**Port wiring**

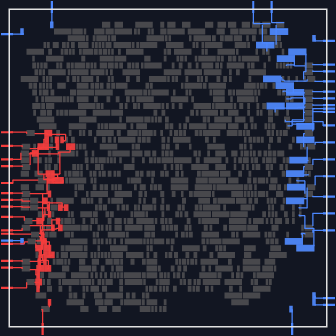
**Clock nets**

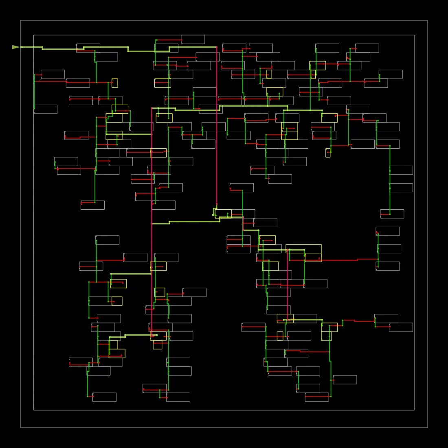
**Sequential cells grouped by signal name**

Bar = 50 µm.
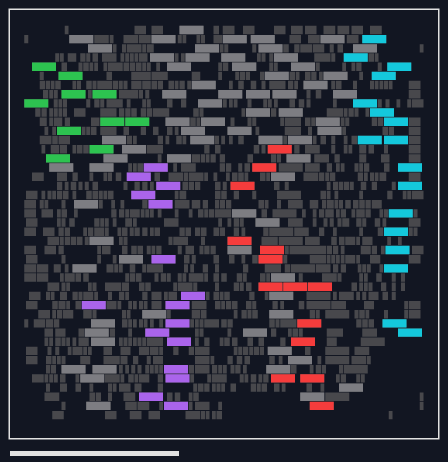
### config.mk
export PLATFORM = sky130hd
export DESIGN_NAME = fft_magnitude_stream
export DESIGN_NICKNAME = d
export VERILOG_FILES = /design/src/rtl/fft_vis_pkg.sv /design/src/rtl/mag_approx_pipe.sv /design/src/rtl/fft_magnitude_stream.sv
export SDC_FILE = /design/constraint.sdc
export NUM_CORES = 1
export LEC_CHECK = 0
export ABC_AREA = 1
export CORE_MARGIN = 4
export CORE_UTILIZATION = 50
export CTS_BUF_LIST = sky130_fd_sc_hd__clkbuf_8
export DETAILED_ROUTE_END_ITERATION = 12
export PLACE_DENSITY_LB_ADDON = 0.12
export SLEW_MARGIN = 20
export SYNTH_ARGS = -nofsm -noshare
export SYNTH_HDL_FRONTEND = slang
export SYNTH_SLANG_ARGS = --single-unit
export TNS_END_PERCENT = 100
### constraint.sdc
create_clock -name sys_clk -period 6.6 [get_ports sys_clk]
set_input_delay 0.99 -clock sys_clk [delete_from_list [all_inputs] [get_ports sys_clk]]
set_output_delay 0.99 -clock sys_clk [all_outputs]
set_load 0.01 [all_outputs]
### src/rtl/fft_vis_pkg.sv
// Shared FFT visualisation definitions: default widths, frame length and the
// framing FSM state encoding used by the magnitude stage and display side.
package fft_vis_pkg;
  localparam int IN_W           = 16;
  localparam int OUT_W          = 24;
  localparam int FFT_LEN        = 1024;
  localparam int ADDR_W         = $clog2(FFT_LEN) - 1;
  localparam int MAG_GAIN_SHIFT = 4;

  typedef enum logic [1:0] {
    IDLE,
    EMIT,
    DISCARD
  } fsm_state_e;
endpackage

### src/rtl/mag_approx_pipe.sv
// Three-stage alpha-max-plus-beta-min magnitude datapath (alpha=1, beta=3/8)
// with valid, bin address and a frame-done tag carried alongside.
module mag_approx_pipe #(
  parameter int IN_W           = 16,
  parameter int OUT_W          = 24,
  parameter int ADDR_W         = 9,
  parameter int MAG_GAIN_SHIFT = 4
) (
  input  logic              clk_i,
  input  logic              rst_i,
  input  logic              vld_i,
  input  logic              tag_i,
  input  logic [IN_W-1:0]   re_i,
  input  logic [IN_W-1:0]   im_i,
  input  logic [ADDR_W-1:0] addr_i,
  output logic              vld_o,
  output logic              tag_o,
  output logic [ADDR_W-1:0] addr_o,
  output logic [OUT_W-1:0]  mag_o
);
  localparam int STAGES = 3;
  localparam int SUM_W  = IN_W + 1;
  localparam int SH_W   = SUM_W + MAG_GAIN_SHIFT;
  localparam int WW     = (SH_W > OUT_W) ? SH_W : OUT_W;

  logic [STAGES:1]   vld_pipe, tag_pipe;
  logic [IN_W-1:0]   ar_d, ai_d, ar_q, ai_q, mx_q, mn_q;
  logic [ADDR_W-1:0] addr1_q, addr2_q, addr3_q;
  logic [SUM_W-1:0]  sum;
  logic [WW-1:0]     sh;
  logic [OUT_W-1:0]  mag_d, mag_q;

  // Two's-complement negate of the most negative value wraps to 2^(IN_W-1),
  // which is exactly right once the result is read as unsigned.
  always_comb begin
    ar_d  = re_i[IN_W-1] ? (~re_i + IN_W'(1)) : re_i;
    ai_d  = im_i[IN_W-1] ? (~im_i + IN_W'(1)) : im_i;
    sum   = SUM_W'(mx_q) + SUM_W'(mn_q >> 2) + SUM_W'(mn_q >> 3);
    sh    = WW'(sum) << MAG_GAIN_SHIFT;
    mag_d = (sh > WW'({OUT_W{1'b1}})) ? {OUT_W{1'b1}} : sh[OUT_W-1:0];
  end

  always_ff @(posedge clk_i) begin
    if (rst_i) begin
      vld_pipe <= '0;
      tag_pipe <= '0;
      ar_q     <= '0;
      ai_q     <= '0;
      mx_q     <= '0;
      mn_q     <= '0;
      addr1_q  <= '0;
      addr2_q  <= '0;
      addr3_q  <= '0;
      mag_q    <= '0;
    end else begin
      vld_pipe <= {vld_pipe[STAGES-1:1], vld_i};
      tag_pipe <= {tag_pipe[STAGES-1:1], tag_i};
      if (vld_i) begin
        ar_q    <= ar_d;
        ai_q    <= ai_d;
        addr1_q <= addr_i;
      end
      if (vld_pipe[1]) begin
        mx_q    <= (ar_q >= ai_q) ? ar_q : ai_q;
        mn_q    <= (ar_q >= ai_q) ? ai_q : ar_q;
        addr2_q <= addr1_q;
      end
      // Output registers only move on a real write so addr/mag hold between strobes.
      if (vld_pipe[2]) begin
        mag_q   <= mag_d;
        addr3_q <= addr2_q;
      end
    end
  end

  assign vld_o  = vld_pipe[STAGES];
  assign tag_o  = tag_pipe[STAGES];
  assign addr_o = addr3_q;
  assign mag_o  = mag_q;
endmodule

### src/rtl/fft_magnitude_stream.sv
// Frames the FFT bin stream, forwards the lower half-spectrum through the
// magnitude pipeline and flags completed or malformed frames.
module fft_magnitude_stream #(
  parameter int IN_W           = fft_vis_pkg::IN_W,
  parameter int OUT_W          = fft_vis_pkg::OUT_W,
  parameter int FFT_LEN        = fft_vis_pkg::FFT_LEN,
  parameter int ADDR_W         = fft_vis_pkg::ADDR_W,
  parameter int MAG_GAIN_SHIFT = fft_vis_pkg::MAG_GAIN_SHIFT
) (
  input  logic              sys_clk,
  input  logic              sys_reset,
  input  logic [IN_W-1:0]   i_fft_real,
  input  logic [IN_W-1:0]   i_fft_imag,
  input  logic              i_fft_valid,
  input  logic              i_fft_sop,
  input  logic              i_fft_eop,
  output logic [ADDR_W-1:0] o_fft_addr,
  output logic [OUT_W-1:0]  o_fft_mag,
  output logic              o_fft_valid,
  output logic              o_frame_done,
  output logic              o_frame_err
);
  localparam int               CNT_W     = $clog2(FFT_LEN);
  localparam int               HALF      = FFT_LEN / 2;
  localparam logic [CNT_W-1:0] LAST_BIN  = CNT_W'(FFT_LEN - 1);
  localparam logic [CNT_W-1:0] HALF_LAST = CNT_W'(HALF - 1);

  fft_vis_pkg::fsm_state_e state_q, state_d;
  logic [CNT_W-1:0]  cnt_q, cnt_d;
  logic [ADDR_W-1:0] emit_addr;
  logic              emit, done_set, err_set;
  logic [2:0]        err_pipe_q;

  always_ff @(posedge sys_clk) begin
    if (sys_reset) begin
      state_q    <= fft_vis_pkg::IDLE;
      cnt_q      <= '0;
      err_pipe_q <= '0;
    end else begin
      state_q    <= state_d;
      cnt_q      <= cnt_d;
      err_pipe_q <= {err_pipe_q[1:0], err_set};
    end
  end

  always_comb begin
    state_d   = state_q;
    cnt_d     = cnt_q;
    emit      = 1'b0;
    emit_addr = cnt_q[ADDR_W-1:0];
    done_set  = 1'b0;
    err_set   = 1'b0;
    if (i_fft_valid) begin
      if (i_fft_sop) begin
        // A sop always restarts at bin 0; sop+eop collapses into a single error.
        emit      = 1'b1;
        emit_addr = '0;
        err_set   = (state_q != fft_vis_pkg::IDLE) || i_fft_eop;
        cnt_d     = CNT_W'(1);
        state_d   = (HALF > 1) ? fft_vis_pkg::EMIT : fft_vis_pkg::DISCARD;
        if (i_fft_eop) begin
          cnt_d   = '0;
          state_d = fft_vis_pkg::IDLE;
        end
      end else begin
        case (state_q)
          fft_vis_pkg::EMIT: begin
            emit = 1'b1;
            if (i_fft_eop) begin
              err_set = 1'b1;
              cnt_d   = '0;
              state_d = fft_vis_pkg::IDLE;
            end else begin
              cnt_d = cnt_q + CNT_W'(1);
              if (cnt_q == HALF_LAST) state_d = fft_vis_pkg::DISCARD;
            end
          end
          fft_vis_pkg::DISCARD: begin
            if (i_fft_eop || cnt_q == LAST_BIN) begin
              done_set = i_fft_eop && (cnt_q == LAST_BIN);
              err_set  = !done_set;
              cnt_d    = '0;
              state_d  = fft_vis_pkg::IDLE;
            end else begin
              cnt_d = cnt_q + CNT_W'(1);
            end
          end
          default: ;
        endcase
      end
    end
  end

  mag_approx_pipe #(
    .IN_W          (IN_W),
    .OUT_W         (OUT_W),
    .ADDR_W        (ADDR_W),
    .MAG_GAIN_SHIFT(MAG_GAIN_SHIFT)
  ) u_mag (
    .clk_i (sys_clk),
    .rst_i (sys_reset),
    .vld_i (emit),
    .tag_i (done_set),
    .re_i  (i_fft_real),
    .im_i  (i_fft_imag),
    .addr_i(emit_addr),
    .vld_o (o_fft_valid),
    .tag_o (o_frame_done),
    .addr_o(o_fft_addr),
    .mag_o (o_fft_mag)
  );

  assign o_frame_err = err_pipe_q[2];
endmodule

==> impl_metrics.ini <==
; generated from flow reports
[pwr]
p_int_mw = 1.28
p_seq_share_pct = 45.7
switching_share_pct = 29.8
p_clk_share_pct = 34.6
power_frac_comb_pct = 19.7
p_leak_nw = 3.77
power_mw = 1.83
ir_worst_vdd_v = 0.000111

[clock_tree]
cts_tree = done
insertion_delay_ps = 440
clock-root-buffer = clkbuf_8
clkTransAtPathRegs_ps = 70
post_cts_resized = 0
post_cts_buffers = 0
cts_max_level = 4
cts_buffer_depth = 2
ctsHoldBuffers = 0

[synthesis]
synthFlopType = dfxtp_1
common_cells = nand2_1, nor2_1, dfxtp_1
ys_sh_mux_pct = 0
netlist_instances = 1011
yosysMostFrequentCell = nand2_1
async_flop_share_pct = 0
yosys-dominant-comb-family = simple AND/OR/NAND/NOR gates
syn_avg_cell_area_um2 = 7.00
simple_gate_area_share_pct = 25.7
synth-xor-area-share_pct = 1.86
edf_count = 0
ys.flops = 127
top_area_share_pct = 35.9
yosys-stat-cells = 1011
yosysSeqAreaShare_pct = 35.9
synth_area_um2 = 7080
yosysTopAreaCell = dfxtp_1
area_leaders = dfxtp_1, nand2_1, a21oi_1, nor2_1, ha_1
adder_share_pct = 10.9
aoi_share_pct = 15.6

[grt]
grt_pass1_vias = 5793
grt_pass1_wl_mm = 26.8
grt_usage_pct = 20.0
overflow = 0
antenna_found_initial = 0
grt_max_degree = 69

[route]
dr.pass1.iters = 5
wl_per_cell_um = 12.4
routed_wl_mm = 15.4
drt-initial-drc-count = 332
ant_nets = 0
via_count = 6328
drcViolationCount = 0
via_per_inst = 5.09

[run_status]
outcome = completed

[final_timing]
period_used_pct = 48.3
final-max-slew-violation-count = 0
rsz0062_at_grt = false
slew-limit-headroom_pct = 31.8
hold_viol_final = 0
period_needed_ps = 3190
finalSetupViolations = 0
setup_tns_ps = 0
worst_pin_slew_ps = 1020

[critical_path]
crit_path_end_kind = flop
critPathMaxFanout = 31
critPathKind = flop to flop
startpoint_type = flop
critical_path_arrival_ps = 3540

[final_layout]
layout-drive-gt1-share_pct = 4.61
n_antenna_cell = 0
stdcell_area_um2 = 8150
final_cell_count_no_fill = 1244
nets = 1141

[placed_design]
placed_area_um2 = 7770
dp_cells = 1212
place_hpwl_mm = 11.4
gp_congestion = 0.843

[die]
io_pins = 73
dieArea_um2 = 16100
dieHeight_um = 127
rows = 43
die.size.x_um = 127
initial_core_util_pct = 51.0

[job]
maxCapViolCount = 0
tool_warnings = 29

[hold_path]
hp-class = flop to flop
Back to the opening pictures, 'port wiring':
o_fft_mag -> blue  # bits 24, direction output, edge 18 east, 3 north, 2 west, 1 south, end cells 24, buffers 17, wire 353 µm
i_fft_imag -> red  # bits 16, direction input, edge 15 west, 1 south, end cells 48, buffers 16, wire 405 µm

Back to the opening pictures, 'clock nets':
Sink Count: 127
Clock net power: 0.633 mW
clock tree skew after final layout: 11.9 ps
number of clock-tree buffers in the layout: 21

Back to the opening pictures, 'sequential cells grouped by signal name':
u_mag.ar_q -> purple  # placed flops 16
cnt_q -> green  # placed flops 10, where north-west
u_mag.mag_o -> cyan  # placed flops 17
u_mag.mn_q -> red  # placed flops 14
not colored = 70
core occupancy in the finished layout: 58.7%
Seq area share: 31.2%
register area: 2540 µm²

## power groups by stage
stage | clock, mW | sequential, mW | combinational, mW
after floorplan | 0 | 0.848 | 0.268
after global placement | 0 | 0.853 | 0.355
after detailed placement | 0 | 0.854 | 0.361
after CTS | 0.646 | 0.837 | 0.363
after global routing | 0.681 | 0.843 | 0.421
final | 0.633 | 0.837 | 0.361
## cell usage in the layout (no fill, tap or decap), drive strengths merged, types with 7 or more instances in the layout
cell type,instances
a21oi,103
clkbuf,21
clkdlybuf4s50,64
conb,7
dfxtp,127
fa,14
ha,39
inv,126
nand2,180
nand3,84
nand4,8
nor2,134
nor3,19
o21ai,75
o221ai,8
xor2,11
## through the flow
stage / setup WS (ps) / util (%) / hold WS (ps)
after floorplan: 4340 / - / 388
after global placement: 3140 / 55.9 / 390
after detailed placement: 3100 / 55.9 / 392
after CTS: 3440 / 58.7 / 402
after global routing: 3050 / 58.7 / 420
final: 3410 / 58.7 / 400
## final timing paths
check / slack, ps / endpoint / from / cells after the start
max: 3410 / u_mag.mx_q[0]$_SDFFE_PP0P_ / u_mag.ai_q[5]$_SDFFE_PP0P_ / 10
min: 400 / u_mag.tag_pipe[2]$_SDFF_PP0_ / u_mag.tag_pipe[1]$_SDFF_PP0_ / 2
min reg2reg: 400 / u_mag.tag_pipe[2]$_SDFF_PP0_ / u_mag.tag_pipe[1]$_SDFF_PP0_ / 2
max reg2reg: 3410 / u_mag.mx_q[0]$_SDFFE_PP0P_ / u_mag.ai_q[5]$_SDFFE_PP0P_ / 10
## cell families (layout without fill, tap and decap cells)
family / count (synthesis) / after routing
and+or+nand+nor: 434 / 434
xor gates and xnor gates: 15 / 15
DFF: 127 / 127
other: 1 / 7
adders and majority gates: 53 / 53
buffers and inverters: 178 / 225
AOI/OAI and AO/OA: 203 / 203
## worst max-delay path: stages, from the launching register on
cell     delay, ps
dfxtp_1        360
inv_1           90
ha_1           310
a21oi_1        160
o21a_1         120
nand2_1         50
nand2_1        670
nand2_1        820
nand2_1        210
nand3_1        150
a21oi_1        160
## routing by layer
layer / up-vias / share of wire (%) / global-route usage, %
met5: - / 0 / 0
met1: 2816 / 51 / 28.5
met3: 18 / 4.3 / 4.06
li1: 3376 / - / -
met2: 118 / 43 / 30.4
met4: 0 / 1.8 / 6.44
## area by class of cell
cell class / count / area [µm²]
fillers: 1348 / 5730
multi-input cells: 712 / 3850
flip-flops and latches: 127 / 2540
repair buffers: 70 / 683
inverters: 123 / 462
clock buffers: 21 / 289
well taps: 180 / 225
clock inverters: 11 / 92.6
## registers in the layout, summed over array words and instances (netlist names), 9 cells and up
register       cells
u_mag.mx_q        16
u_mag.addr2_q      9
u_mag.mn_q        14
u_mag.mag_o       17
cnt_q             10
u_mag.addr1_q      9
u_mag.ai_q        16
u_mag.ar_q        16
u_mag.addr_o       9
Power figures rest on the tool's default switching activity, not on a simulated workload.
